`src/rtl/instruction_i_mc.sv`:
```
// Multi-cycle RV32I execution unit for OP-IMM, JALR and LOAD instructions.
// Loads read one 32-bit word from a RAM with an acknowledge and a bounded wait.
module instruction_i_mc #(
  parameter int ADDR_W  = 8,
  parameter int PC_W    = 8,
  parameter int TIMEOUT = 16
) (
  input  logic              iCLK,
  input  logic              iRST,
  input  logic              iVALID,
  input  logic [31:0]       iIR,
  input  logic [31:0]       iREG_OUT1,
  input  logic [PC_W-1:0]   iPC,
  output logic              oBUSY,
  output logic              oDONE,
  output logic              oREG_WE,
  output logic [4:0]        oRD,
  output logic [4:0]        oRS1,
  output logic [31:0]       oREG_IN,
  output logic [31:0]       oPC,
  output logic              oPC_WE,
  output logic              oRAM_CE,
  output logic              oRAM_RD,
  output logic              oRAM_WR,
  output logic [ADDR_W-1:0] oRAM_ADDR,
  input  logic [31:0]       iRAM_DATA,
  input  logic              iRAM_ACK,
  output logic [1:0]        oEXC
);

  localparam int CNT_W = (TIMEOUT < 2) ? 1 : $clog2(TIMEOUT);

  typedef enum logic [1:0] {S_IDLE, S_WAIT, S_DONE} state_t;

  state_t              state_q, state_d;
  logic [CNT_W-1:0]    cnt_q, cnt_d;
  logic [2:0]          f3_q, f3_d;
  logic [1:0]          off_q, off_d;
  logic [4:0]          rd_q, rd_d;
  logic [ADDR_W-1:0]   ram_addr_q, ram_addr_d;
  logic [31:0]         reg_in_q, reg_in_d;
  logic [31:0]         pc_q, pc_d;
  logic [4:0]          rd_out_q, rd_out_d;
  logic [1:0]          exc_q, exc_d;
  logic                jalr_q, jalr_d;

  logic [6:0]          opcode;
  logic [2:0]          f3;
  logic signed [31:0]  imm;
  logic [31:0]         ea;
  logic [31:0]         pc_ext;
  logic [4:0]          shamt;
  logic [31:0]         res;
  logic [1:0]          exc_n;
  logic                is_jalr;
  logic                go_wait;

  function automatic logic [31:0] load_extract(input logic [2:0]  fn3,
                                               input logic [1:0]  off,
                                               input logic [31:0] data);
    logic [7:0]  b;
    logic [15:0] h;
    b = data[{off, 3'b000} +: 8];
    h = off[1] ? data[31:16] : data[15:0];
    case (fn3)
      3'd0:    return {{24{b[7]}}, b};
      3'd4:    return {24'd0, b};
      3'd1:    return {{16{h[15]}}, h};
      3'd5:    return {16'd0, h};
      default: return data;
    endcase
  endfunction

  always_comb begin
    opcode = iIR[6:0];
    f3     = iIR[14:12];
    imm    = {{20{iIR[31]}}, iIR[31:20]};
    ea     = iREG_OUT1 + $unsigned(imm);
    shamt  = iIR[24:20];
    pc_ext = '0;
    pc_ext[PC_W-1:0] = iPC;

    res     = '0;
    exc_n   = 2'd0;
    is_jalr = 1'b0;
    go_wait = 1'b0;
    case (opcode)
      7'b0010011: begin
        case (f3)
          3'd0: res = ea;
          3'd1: if (iIR[31:25] == 7'h00) res = iREG_OUT1 << shamt;
                else exc_n = 2'd1;
          3'd2: res = {31'd0, $signed(iREG_OUT1) < imm};
          3'd3: res = {31'd0, iREG_OUT1 < $unsigned(imm)};
          3'd4: res = iREG_OUT1 ^ $unsigned(imm);
          3'd5: if (iIR[31:25] == 7'h00) res = iREG_OUT1 >> shamt;
                else if (iIR[31:25] == 7'h20) res = $unsigned($signed(iREG_OUT1) >>> shamt);
                else exc_n = 2'd1;
          3'd6: res = iREG_OUT1 | $unsigned(imm);
          default: res = iREG_OUT1 & $unsigned(imm);
        endcase
      end
      7'b1100111: begin
        if (f3 == 3'd0) begin
          is_jalr = 1'b1;
          res     = pc_ext + 32'd4;
        end else begin
          exc_n = 2'd1;
        end
      end
      7'b0000011: begin
        case (f3)
          3'd0, 3'd4: go_wait = 1'b1;
          3'd1, 3'd5: if (ea[0]) exc_n = 2'd2; else go_wait = 1'b1;
          3'd2:       if (ea[1:0] != 2'd0) exc_n = 2'd2; else go_wait = 1'b1;
          default:    exc_n = 2'd1;
        endcase
      end
      default: exc_n = 2'd1;
    endcase
  end

  always_comb begin
    state_d    = state_q;
    cnt_d      = cnt_q;
    f3_d       = f3_q;
    off_d      = off_q;
    rd_d       = rd_q;
    ram_addr_d = ram_addr_q;
    reg_in_d   = reg_in_q;
    pc_d       = pc_q;
    rd_out_d   = rd_out_q;
    exc_d      = exc_q;
    jalr_d     = jalr_q;
    case (state_q)
      S_IDLE: begin
        if (iVALID) begin
          f3_d  = f3;
          off_d = ea[1:0];
          rd_d  = iIR[11:7];
          if (go_wait) begin
            state_d    = S_WAIT;
            cnt_d      = '0;
            ram_addr_d = ea[ADDR_W+1:2];
          end else begin
            state_d  = S_DONE;
            reg_in_d = res;
            rd_out_d = iIR[11:7];
            exc_d    = exc_n;
            jalr_d   = is_jalr;
            if (is_jalr) pc_d = {ea[31:1], 1'b0};
          end
        end
      end
      S_WAIT: begin
        // The ack is checked first so that it wins in the last counted cycle.
        if (iRAM_ACK) begin
          state_d  = S_DONE;
          reg_in_d = load_extract(f3_q, off_q, iRAM_DATA);
          rd_out_d = rd_q;
          exc_d    = 2'd0;
          jalr_d   = 1'b0;
        end else if (cnt_q == CNT_W'(TIMEOUT - 1)) begin
          state_d  = S_DONE;
          rd_out_d = rd_q;
          exc_d    = 2'd3;
          jalr_d   = 1'b0;
        end else begin
          cnt_d = cnt_q + 1'b1;
        end
      end
      default: state_d = S_IDLE;
    endcase
  end

  always_ff @(posedge iCLK) begin
    if (iRST) begin
      state_q    <= S_IDLE;
      cnt_q      <= '0;
      ram_addr_q <= '0;
      reg_in_q   <= '0;
      pc_q       <= '0;
      rd_out_q   <= '0;
      exc_q      <= 2'd0;
      jalr_q     <= 1'b0;
    end else begin
      state_q    <= state_d;
      cnt_q      <= cnt_d;
      ram_addr_q <= ram_addr_d;
      reg_in_q   <= reg_in_d;
      pc_q       <= pc_d;
      rd_out_q   <= rd_out_d;
      exc_q      <= exc_d;
      jalr_q     <= jalr_d;
    end
    f3_q  <= f3_d;
    off_q <= off_d;
    rd_q  <= rd_d;
  end

  assign oBUSY     = (state_q != S_IDLE);
  assign oDONE     = (state_q == S_DONE);
  assign oREG_WE   = oDONE && (exc_q == 2'd0) && (rd_out_q != 5'd0);
  assign oPC_WE    = oDONE && (exc_q == 2'd0) && jalr_q;
  assign oRAM_CE   = (state_q == S_WAIT);
  assign oRAM_RD   = (state_q == S_WAIT);
  assign oRAM_WR   = 1'b0;
  assign oRAM_ADDR = ram_addr_q;
  assign oRD       = rd_out_q;
  assign oRS1      = iIR[19:15];
  assign oREG_IN   = reg_in_q;
  assign oPC       = pc_q;
  assign oEXC      = exc_q;

endmodule
```
`config.mk`:
```
export PLATFORM = sky130hd
export DESIGN_NAME = instruction_i_mc
export DESIGN_NICKNAME = d
export VERILOG_FILES = /design/src/rtl/instruction_i_mc.sv
export SDC_FILE = /design/constraint.sdc
export NUM_CORES = 1
export LEC_CHECK = 0
export CAP_MARGIN = 10
export CORE_ASPECT_RATIO = 2
export CORE_MARGIN = 3
export CORE_UTILIZATION = 57
export CTS_CLUSTER_DIAMETER = 30
export DETAILED_ROUTE_END_ITERATION = 7
export HOLD_SLACK_MARGIN = 0.08
export PLACE_DENSITY = 0.95
export SETUP_SLACK_MARGIN = 0.02
export SKIP_LAST_GASP = 1
export SLEW_MARGIN = 20
export SYNTH_ARGS = -nofsm -noshare
export SYNTH_HDL_FRONTEND = slang
export SYNTH_SLANG_ARGS = --single-unit
```
`constraint.sdc`:
```
create_clock -name iCLK -period 4.7 [get_ports iCLK]
set_input_delay 0.47 -clock iCLK [delete_from_list [all_inputs] [get_ports iCLK]]
set_output_delay 0.47 -clock iCLK [all_outputs]
set_load 0.02 [all_outputs]
```
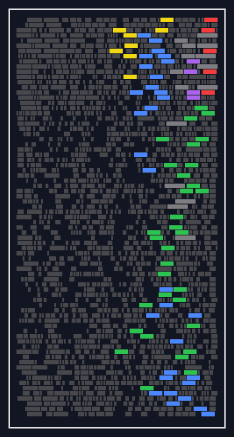
**Above:** sequential cells grouped by signal name.
Other sequential cells in the stronger grey, the rest of the logic in the fainter grey.
purple -> cnt_q  # flops 4, where upper right
green -> oREG_IN  # flops 32
blue -> oPC  # flops 31, where a column on the right
yellow -> oRAM_ADDR  # flops 8, where top centre
red -> oRD  # flops 5, where upper right
Flop+latch power: 876 uW
Seq. cell area: 0.00200 mm2
Seq area share: 13.2%
final design utilization: 68.7%

==> results_slide.txt <==
Synthesis and Place & Route Summary

Critical path
  • Data required, critical path: 4.93 ns
  • WP data arrival: 4.05 ns
  • Top Family by Delay on Critical Path: AND-OR/OR-AND gates
  • WP buf/inv: 2
  • Worst-path cell chain: clkdlybuf4s50_1 > ha_1 > fa_1 > nor4_1 > o2111ai_1 > a21oi_2 > buf_4 > nor2_1 > nand3_1 > a211oi_1 > a2111oi_0
  • Peak per-stage delay on the critical path: 0.61 ns
  • Start-to-end type of the worst setup path: primary input to register
  • CP startpoint kind: primary input
  • Slowest-stage cell, CP: clkdlybuf4s50_1
  • CP max FO: 26
  • Crit end category: register

Global routing
  • GR Overflow Total: 0
  • Pin count of the biggest net entering global routing: 75
  • Gr usage total: 49.7%
  • Antenna violations before repair: 3
  • Met3 GRT Util: 11.7%
  • Met2 usage in global routing: 81.6%
  • Global-route layer with the greatest usage: met2
  • First-pass GRT wire length: 92.4 mm
  • Met1 Resource Use GR: 50.9%
  • Vias in the first global route: 15000

Yosys
  • Cell total in the yosys stat output: 1711
  • Ys async rst share: 0%
  • Most common reg cell: dfxtp_1
  • Post-Syn Area per Cell: 7.53 um2
  • Chip Area, Yosys: 0.0129 mm2
  • #FFs+latches synth: 95
  • Ys Warns: 0
  • Mapped Area: 0.0129 mm2
  • Cells after synthesis: 1711
  • Sequential-to-total area share from yosys stat: 15.5%
  • Number of enable flip-flop cells: 10
  • Count of unique library cells instantiated by Yosys: 84

Routing
  • Antenna Nets Post-Route: 0
  • 1st-pass router iterations: 6
  • Vias/cell: 7.27
  • Drt drc: 0
  • Routed WL: 62.6 mm
  • DR vias: 15400
  • First DRT Iteration DRCs: 2196
  • Wire per inst: 29.5 um

Timing
  • Worst-margin pin slew: 1.17 ns
  • Cycle use final: 81.3%
  • Final Max Tran Viols: 0
  • Clk_skew: 0.00951 ns
  • Slew headroom: 19.5%
  • Final setup TNS: 0 ns
  • Hold Worst Slack: 0.460 ns
  • Crit path time final: 3.82 ns
  • Maximum operating frequency: 0.262 GHz
  • RSZ-0062 raised after global routing: false
  • Hold Fails Final Rpt: 0
  • Final Setup Violations: 0

Placement
  • Post-DP Area: 0.0149 mm2
  • Post-DP HPWL: 48.3 mm
  • Final Wtd Congestion: 1.18
  • IO buf count: 186

Pwr
  • Worst vdd ir: 269 uV
  • PD cells: 206 mW/mm2
  • P_leak: 0.00597 uW
  • Total power: 3140 uW

Finish
  • Layout area overhead: 18.1%
  • Post-Layout Inst Area: 0.0152 mm2
  • Share of layout cells above drive strength 1: 11.0%
  • Comb area: 0.00984 mm2
  • FILL cells: 1926
  • Nets: 2042

Floorplan
  • Core footprint: 0.0222 mm2
  • IO Pins: 199
  • Site Rows: 77
  • Initial Util: 58.2%
  • Die H: 219 um
  • Chip area: 0.0246 mm2
  • Die width: 112 um

CTS
  • TritonCTS clock tree: yes
  • Post-CTS setup buffer count: 0
  • Post-CTS Hold Fix Bufs: 0
  • Reg clk slew, reported paths: 0.07 ns
  • H-tree levels: 3
  • CTS buffer count: 9
  • Root buffer cell: clkbuf_16
  • Worst skew pair latency: 0.36 ns
  • Max clock buf depth: 2
  • Post-CTS sizing: 0

Flow run
  • Max-cap violations: 0
  • Log Warnings: 91

Hold path
  • Hold crit path type: register to register

Run status
  • Status: finished clean
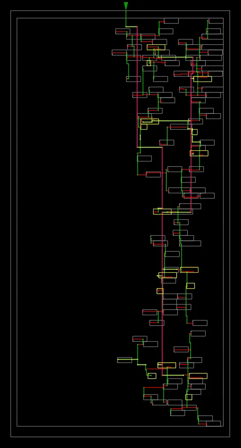
**Above:** the clock network.
# clk buffers: 9
clock sinks: 95

[cell usage after synthesis, types with 18 or more instances]
cell type  instances  area share [%]
nor3_1            47             1.8
mux2_2            18             1.6
inv_1             83             2.4
clkbuf_1          80             2.3
nand3_1           33             1.3
mux4_2            63              11
o221ai_1          18             1.2
a31oi_1           24             1.2
o21ai_0          129             5.0
xnor2_1           23             1.6
ha_1              99             9.6
mux2i_1           52             4.0
buf_2             33             1.3
dfxtp_1           85              13
o211ai_1          20             1.2
nor2_1           179             5.2
a22o_1            19             1.3
a21oi_1          142             5.5
nand2_1          198             5.8
a211oi_1          37             2.2
[report_power, final]
| part | internal, uW | switching [uW] | total [uW] |
|---|---|---|---|
| Clock | 371 | 362 | 733 |
| Sequential | 850 | 26.3 | 876 |
| Combinational | 563 | 967 | 1530 |
| Total | 1780 | 1360 | 3140 |
[cells in the final DEF, fill, tap and decap left out, drive strengths merged, types with 20 or more instances in the layout]
cell type        n
nand2          198
clkdlybuf4s50  181
nor2           179
a21oi          143
o21ai          132
ha              99
inv             90
dfxtp           85
buf             80
mux4            63
mux2i           52
nor3            48
a211oi          39
nand3           33
a31oi           25
xnor2           23
o211ai          20
[layout make-up]
type,count,area share [%]
Antenna cell,4,0.0658
Timing Repair Buffer,261,15.9
Sequential cell,95,13.2
Clock inverter,7,0.403
Clock buffer,9,1.48
Multi-Input combinational cell,1381,64.6
Inverter,86,2.12
Tap cell,276,2.27
[path summary, 6_finish.rpt]
path | startpoint | endpoint | depth (start not counted) | slack, ns
max reg2reg | off_q[1]$_DFFE_PP_ | oREG_IN[13]$_SDFFE_PP0P_ | 8 | 1.84
max | iREG_OUT1[0] | oREG_IN[19]$_SDFFE_PP0P_ | 11 | 0.88
min reg2reg | oPC[15]$_SDFFE_PP0P_ | oPC[15]$_SDFFE_PP0P_ | 2 | 0.46
min | oPC[15]$_SDFFE_PP0P_ | oPC[15]$_SDFFE_PP0P_ | 2 | 0.46
[per-stage QoR]
stage	setup slack, ns	std cells
final	0.881	2119
after global routing	0.536	2116
after CTS	0.981	2115
after detailed placement	0.599	2099
after global placement	0.756	2099
after floorplan	0.817	1712
[worst register-to-register path, delay by kind of cell, from the launching register on]
| kind | cells | cell delay, ns |
|---|---|---|
| buffers and inverters | 1 | 0.31 |
| AOI/OAI and AO/OA | 3 | 1.07 |
| and+or+nand+nor | 3 | 0.47 |
| muxes | 1 | 0.54 |
| DFF | 1 | 0.36 |
[state kept, by name, summed over array words and instances (netlist names)]
signal     count
state_q        2
oPC           31
oRD            5
rd_q           5
oREG_IN       32
f3_q           3
off_q          2
oEXC           2
cnt_q          4
oRAM_ADDR      8
jalr_q         1
[cells by family after synthesis]
logic type / share of synthesized area, %
compound gates: 28.3
xor+xnor: 1.90
fa+ha+maj: 9.76
buf+inv: 8.26
flops: 15.5
mux: 16.7
other cells: 0.0291
simple gates: 19.5
[metal layers]
layer / routed length (um) / part of all wire [%]
met3: 6170 / 9.9
met4: 7820 / 12
met5: 0 / 0
met1: 19200 / 31
met2: 29400 / 47
Power figures rest on the tool's default switching activity, not on a simulated workload.
